## src/rtl/hazard_ctrl.sv

```systemverilog
// rtl/hazard_ctrl.sv - load-use stall, branch flush, freeze and registered forwarding selects (optional counters: HAZARD_PERF_EN)
module hazard_ctrl #(
    parameter int ASIZE = 5,
    parameter int CNT_W = 16
) (
    input  logic             clk,
    input  logic             rst_n,
    input  logic             id_valid,
    input  logic [ASIZE-1:0] id_rs1,
    input  logic [ASIZE-1:0] id_rs2,
    input  logic             id_uses_rs2,
    input  logic             id_wen,
    input  logic             id_mem_read,
    input  logic [ASIZE-1:0] id_waddr,
    input  logic             exe_branch_taken,
    input  logic             exe_busy,
    output logic             stall_if,
    output logic             bubble_ex,
    output logic             flush_id,
    output logic             hold_ex,
    output logic [1:0]       fwd_a,
    output logic [1:0]       fwd_b,
    output logic [CNT_W-1:0] stall_cnt,
    output logic [CNT_W-1:0] flush_cnt
);

    typedef enum logic {
        RUN,
        FREEZE
    } state_t;

    typedef struct packed {
        logic             wen;
        logic             mem_read;
        logic [ASIZE-1:0] waddr;
    } shadow_t;

    localparam logic [1:0] SEL_RF  = 2'b00;
    localparam logic [1:0] SEL_MEM = 2'b01;
    localparam logic [1:0] SEL_WB  = 2'b10;

    state_t  state;
    state_t  state_nxt;
    shadow_t ex_q;
    shadow_t mem_q;
    shadow_t ex_nxt;

    logic       load_use;
    logic       advance;
    logic       run_stall;
    logic       run_bubble;
    logic       run_flush;
    logic [1:0] fwd_a_nxt;
    logic [1:0] fwd_b_nxt;

    // A load still in EXE has no result yet, so only an ALU producer there can forward.
    function automatic logic [1:0] fwd_sel(input logic [ASIZE-1:0] rs,
                                           input shadow_t ex,
                                           input shadow_t mem);
        logic [1:0] sel;
        sel = SEL_RF;
        if (rs != '0) begin
            if (ex.wen && !ex.mem_read && (ex.waddr == rs)) begin
                sel = SEL_MEM;
            end else if (mem.wen && (mem.waddr == rs)) begin
                sel = SEL_WB;
            end
        end
        return sel;
    endfunction

    always_comb begin
        load_use = 1'b0;
        if (id_valid && ex_q.wen && ex_q.mem_read && (ex_q.waddr != '0)) begin
            load_use = (ex_q.waddr == id_rs1) ||
                       (id_uses_rs2 && (ex_q.waddr == id_rs2));
        end
    end

    always_comb begin
        run_flush  = exe_branch_taken;
        run_stall  = !exe_branch_taken && load_use;
        run_bubble = exe_branch_taken || load_use;
    end

    // The busy unit cannot accept its successor, so the front end holds from the first busy cycle.
    always_comb begin
        state_nxt = state;
        stall_if  = 1'b0;
        bubble_ex = 1'b0;
        flush_id  = 1'b0;
        hold_ex   = 1'b0;
        advance   = 1'b0;
        case (state)
            RUN: begin
                if (exe_busy) begin
                    state_nxt = FREEZE;
                    stall_if  = 1'b1;
                    hold_ex   = 1'b1;
                end else begin
                    advance   = 1'b1;
                    stall_if  = run_stall;
                    bubble_ex = run_bubble;
                    flush_id  = run_flush;
                end
            end
            FREEZE: begin
                if (exe_busy) begin
                    stall_if = 1'b1;
                    hold_ex  = 1'b1;
                end else begin
                    state_nxt = RUN;
                    advance   = 1'b1;
                    stall_if  = run_stall;
                    bubble_ex = run_bubble;
                    flush_id  = run_flush;
                end
            end
            default: begin
                state_nxt = RUN;
            end
        endcase
        if (!rst_n) begin
            stall_if  = 1'b0;
            bubble_ex = 1'b0;
            flush_id  = 1'b0;
            hold_ex   = 1'b0;
            advance   = 1'b0;
        end
    end

    always_comb begin
        ex_nxt = '0;
        if (!bubble_ex) begin
            ex_nxt.wen      = id_wen & id_valid;
            ex_nxt.mem_read = id_mem_read;
            ex_nxt.waddr    = id_waddr;
        end
    end

    always_comb begin
        fwd_a_nxt = SEL_RF;
        fwd_b_nxt = SEL_RF;
        if (!bubble_ex) begin
            fwd_a_nxt = fwd_sel(id_rs1, ex_q, mem_q);
            if (id_uses_rs2) begin
                fwd_b_nxt = fwd_sel(id_rs2, ex_q, mem_q);
            end
        end
    end

    always_ff @(posedge clk) begin
        if (!rst_n) begin
            state <= RUN;
            ex_q  <= '0;
            mem_q <= '0;
            fwd_a <= SEL_RF;
            fwd_b <= SEL_RF;
        end else begin
            state <= state_nxt;
            if (advance) begin
                mem_q <= ex_q;
                ex_q  <= ex_nxt;
                fwd_a <= fwd_a_nxt;
                fwd_b <= fwd_b_nxt;
            end
        end
    end

`ifdef HAZARD_PERF_EN
    logic [CNT_W-1:0] stall_q;
    logic [CNT_W-1:0] flush_q;

    always_ff @(posedge clk) begin
        if (!rst_n) begin
            stall_q <= '0;
            flush_q <= '0;
        end else begin
            if (advance && run_stall && (stall_q != '1)) begin
                stall_q <= stall_q + CNT_W'(1);
            end
            if (advance && run_flush && (flush_q != '1)) begin
                flush_q <= flush_q + CNT_W'(1);
            end
        end
    end

    assign stall_cnt = stall_q;
    assign flush_cnt = flush_q;
`else
    assign stall_cnt = '0;
    assign flush_cnt = '0;
`endif

endmodule

```

## config.mk

```make
export PLATFORM = sky130hd
export DESIGN_NAME = hazard_ctrl
export DESIGN_NICKNAME = d
export VERILOG_FILES = /design/src/rtl/hazard_ctrl.sv
export SDC_FILE = /design/constraint.sdc
export NUM_CORES = 1
export LEC_CHECK = 0
export CAP_MARGIN = 20
export CORE_ASPECT_RATIO = 1.25
export CORE_UTILIZATION = 35
export DETAILED_ROUTE_END_ITERATION = 16
export PLACE_DENSITY = 0.76
export SLEW_MARGIN = 20
export SYNTH_ARGS = -nofsm -noshare
export SYNTH_HDL_FRONTEND = slang
export SYNTH_SLANG_ARGS = --single-unit
```

## constraint.sdc

```tcl
create_clock -name clk -period 1.6 [get_ports clk]
set_input_delay 0.4 -clock clk [delete_from_list [all_inputs] [get_ports clk]]
set_output_delay 0.4 -clock clk [all_outputs]
set_load 0.02 [all_outputs]
```

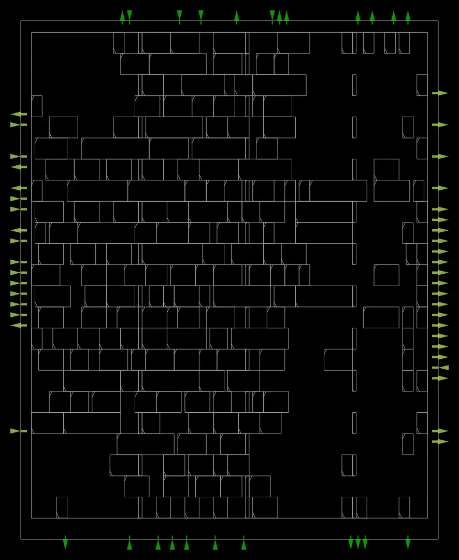
(images/placed.png)
Post-Layout Cell Count: 231
flop share of the area: 20.0%
Finished Core Util: 54.1%
tap cell count: 37

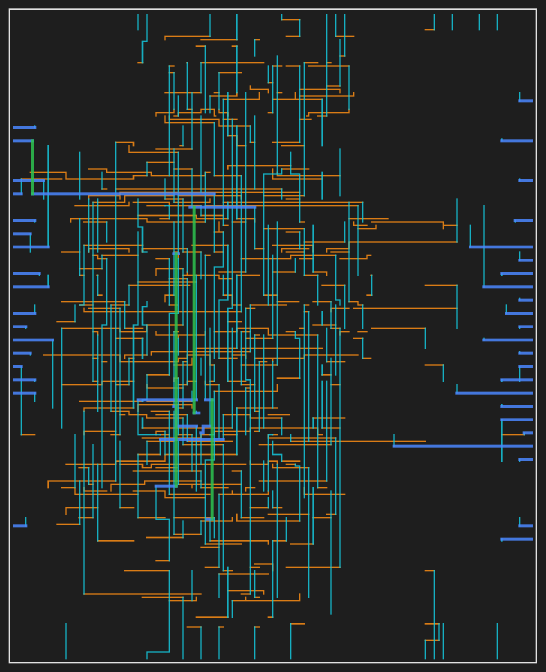
(images/layers.png)
color	layer	wire length
cyan	M2	1380 µm
blue	M3	154 µm
green	M4	62.6 µm
orange	M1	1100 µm
vias post-DR: 1064
Post-Route WL: 2.69 mm
wire length per cell: 11.7 µm
gr usage total: 16.3%

==> summary.txt <==
clock sinks: 17
GP Congestion: 0.888
Die X: 53.8 µm
max-slew violations: 0
Commonest Layout Cell: conb_1
Pre-Place Util: 36.8%
unrepaired setup endpoints after global routing: true
most frequent logic cells in the routed design: conb_1 (32), buf_4 (31), xor2_1 (18), dfxtp_1 (14), clkdlybuf4s50_1 (10)
first-pass GRT wire length: 4.20 mm
endpoint class of the critical path: output pin
final total power: 1.07 mW
CTS tree: built
Worst setup startpoint: ex_q[2]
largest net degree at the start of global routing: 11
fill count: 290
hold path start: fwd_a[0]
fin crit period: 2.11 ns
cts bufs inserted: 3
reg2reg start: ex_q[2]
CP Launch Type: flip-flop
status: complete, but fails checks
critical path peak fanout: 4
cycle use final: 132%
vias in the first global route: 957
Yosys Instances: 131
Rows: 23
Post-Syn Area: 1170 µm²
Critical Path AT: 1.71 ns
first-pass iteration count of the detailed router: 4
clock skew: 0.00608 ns
synthesized instance count: 131
hold path depth: 2
drt drc: 0
CTS Root Cell: clkbuf_8
initial drt markers: 16
Worst-path clk slew: 0.07 ns
PnR worst setup slack: -0.512 ns
total gr overflow: 0
Synth Area per Inst: 8.97 µm²
final setup violation count: 11
HPWL Detailed: 2.14 mm
WP data required: 1.20 ns
Final Hold Vio Count: 0
Hold/Removal Path Class: reg -> reg
max cap viols: 0
Yosys Chip Area: 1170 µm²
critical path class: reg -> out
Insertion Delay late pin: 0.26 ns
RR Endpoint: ex_q[6]
Cell variety after synth: 31
Yosys warnings: 0
die height: 66.8 µm
TNS Setup: -1.73 ns
failing checks: setup timing
Place WS: -1.13 ns
diode count: 0
initial antenna violation count: 0
VDD IR max: 0.484 mV
Core Footprint: 3190 µm²
H-tree levels: 1
register share after synthesis: 29.0%
die area: 3590 µm²
reg-to-reg setup timing slack: -0.11 ns
layout cells sized above 1: 30.9%
worst hold endpoint: fwd_a[0]
power per cell area: 616 nW/µm²
Reg2Reg Depth: 7
Vias/cell: 4.61
Clock Path Buffers: 2
Final ANT Viol Nets: 0
P_leak: 0.910 nW
Nets: 218
Flops after synth: 17
Cells after DPL: 224
tool warnings: 29
Peak Freq: 0.474 GHz
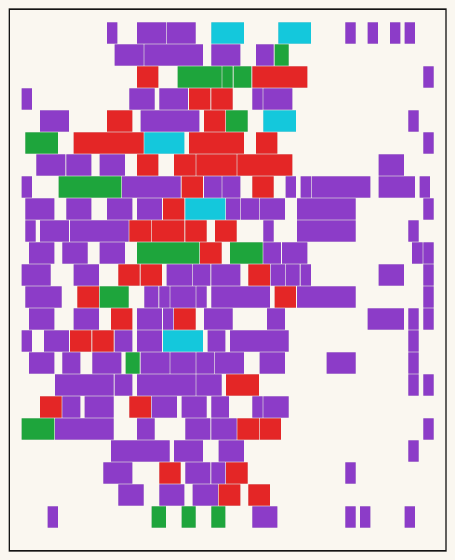
(images/sizing.png)
color	size	cells	share
red	x3 and x4	39	20%
purple	x1 and smaller	134	69%
green	x2	15	7.7%
cyan	x6 and larger	6	3.1%
bufs w/o clock: 62
Layout area overhead: 47.2%
PnR worst setup slack: -0.512 ns
post-route cell area: 1730 µm²

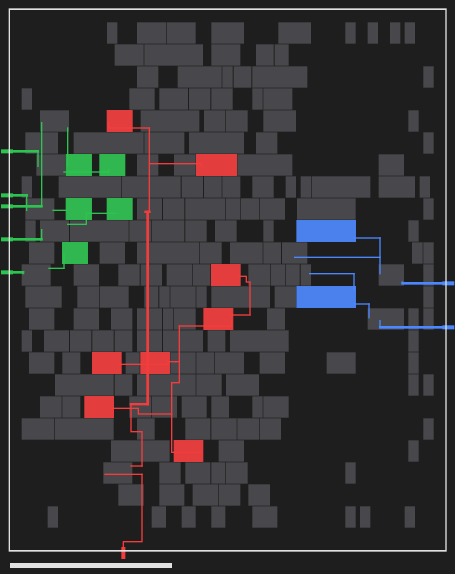
(images/port_trees.png)
The bar under the picture is 20 µm long.
color	port	direction	end cells	buffers	wire
red	`exe_busy`	input	8	2	127 µm
green	`id_waddr`	input	5	5	51.5 µm
blue	`fwd_b`	output	2	2	42.9 µm
IO Pins: 63
PortBufs: 30

[sequential cells by signal, indices dropped and copies added (netlist names)]
name,flops
fwd_a,2
mem_q,6
fwd_b,2
ex_q,7
[Yosys cell counts (all sizes together)]
cell type	number	share of area [%]
a21boi	2	2.2
a21oi	1	0.43
a22o	8	6.0
a31oi	1	0.53
a32o	2	1.7
a41o	1	0.85
and2	4	2.2
buf	33	21
clkbuf	2	0.64
conb	1	0.32
dfxtp	17	29
inv	2	0.64
mux2i	6	5.1
nand2	6	1.9
nand3	1	0.43
nand4	3	1.6
nor2	3	0.96
nor2b	8	4.3
nor3	3	1.3
nor4	2	1.1
o2111ai	1	0.75
o21ai	1	0.43
o311a	1	0.85
or3	1	0.53
or4	1	0.64
xnor2	2	1.5
xor2	18	13
[cell families after synthesis]
family	after synthesis	share of synthesized area, %
and+or+nand+nor	32	14.9
muxes	6	5.11
AOI/OAI and AO/OA	18	13.7
buffers and inverters	37	22.0
DFF	17	29.0
other	1	0.319
xor gates and xnor gates	20	14.9
[repair_timing]
item / in CTS / in global routing
setup buffers: 4 / 1
endpoints found under the setup margin: 16 / 15
pin swaps: 12 / 14
cloned: 1 / 0
resized: 44 / 12
hold buffers: 0 / 0
[metal layers]
layer	global-route usage (%)	share of wire (%)	vias to the layer above
met5	0	0	-
met4	6.58	2.3	0
met3	3.20	5.7	8
met2	29.2	51	55
met1	18.1	41	486
li1	-	-	515
[per-stage QoR]
| step | instance area [µm²] | hold WS, ns |
|---|---|---|
| 2_1_floorplan | 1310 | 0.493 |
| 3_3_place_gp | 1630 | 0.431 |
| 3_5_place_dp | 1630 | 0.433 |
| 4_1_cts | 1730 | 0.443 |
| 5_1_grt | 1730 | 0.447 |
| 6_report | 1730 | 0.438 |
[worst max-delay path by stage]
stage	end	cells past startpoint	slack, ns
2_1_floorplan	stall_if	4	-0.15
3_3_place_gp	bubble_ex	8	-1.13
3_5_place_dp	bubble_ex	8	-1.13
4_1_cts	stall_if	5	-0.55
5_1_grt	bubble_ex	8	-0.57
6_report	stall_if	6	-0.51
[report_power, final]
| part | total [mW] | internal (mW) | switching (mW) |
|---|---|---|---|
| logic | 0.297 | 0.137 | 0.160 |
| clock network | 0.326 | 0.173 | 0.153 |
| registers | 0.442 | 0.432 | 0.0101 |
| total | 1.07 | 0.742 | 0.323 |
[layout make-up]
class | count | area [µm²] | area share, %
Clock inverter | 1 | 5.00 | 0.289
Sequential cell | 17 | 347 | 20.0
Multi-Input combinational cell | 109 | 756 | 43.7
Inverter | 2 | 7.51 | 0.434
Tap cell | 37 | 46.3 | 2.68
Clock buffer | 3 | 41.3 | 2.39
Timing Repair Buffer | 62 | 527 | 30.5
[critical path, stage by stage, from the launching register on]
cell       delay (ns)
dfxtp_2          0.32
buf_4            0.14
or4_4            0.42
o2111ai_2        0.18
inv_2            0.08
a41o_1           0.19
buf_6            0.13
No activity file was given, so power comes from the tool's default toggle rates.
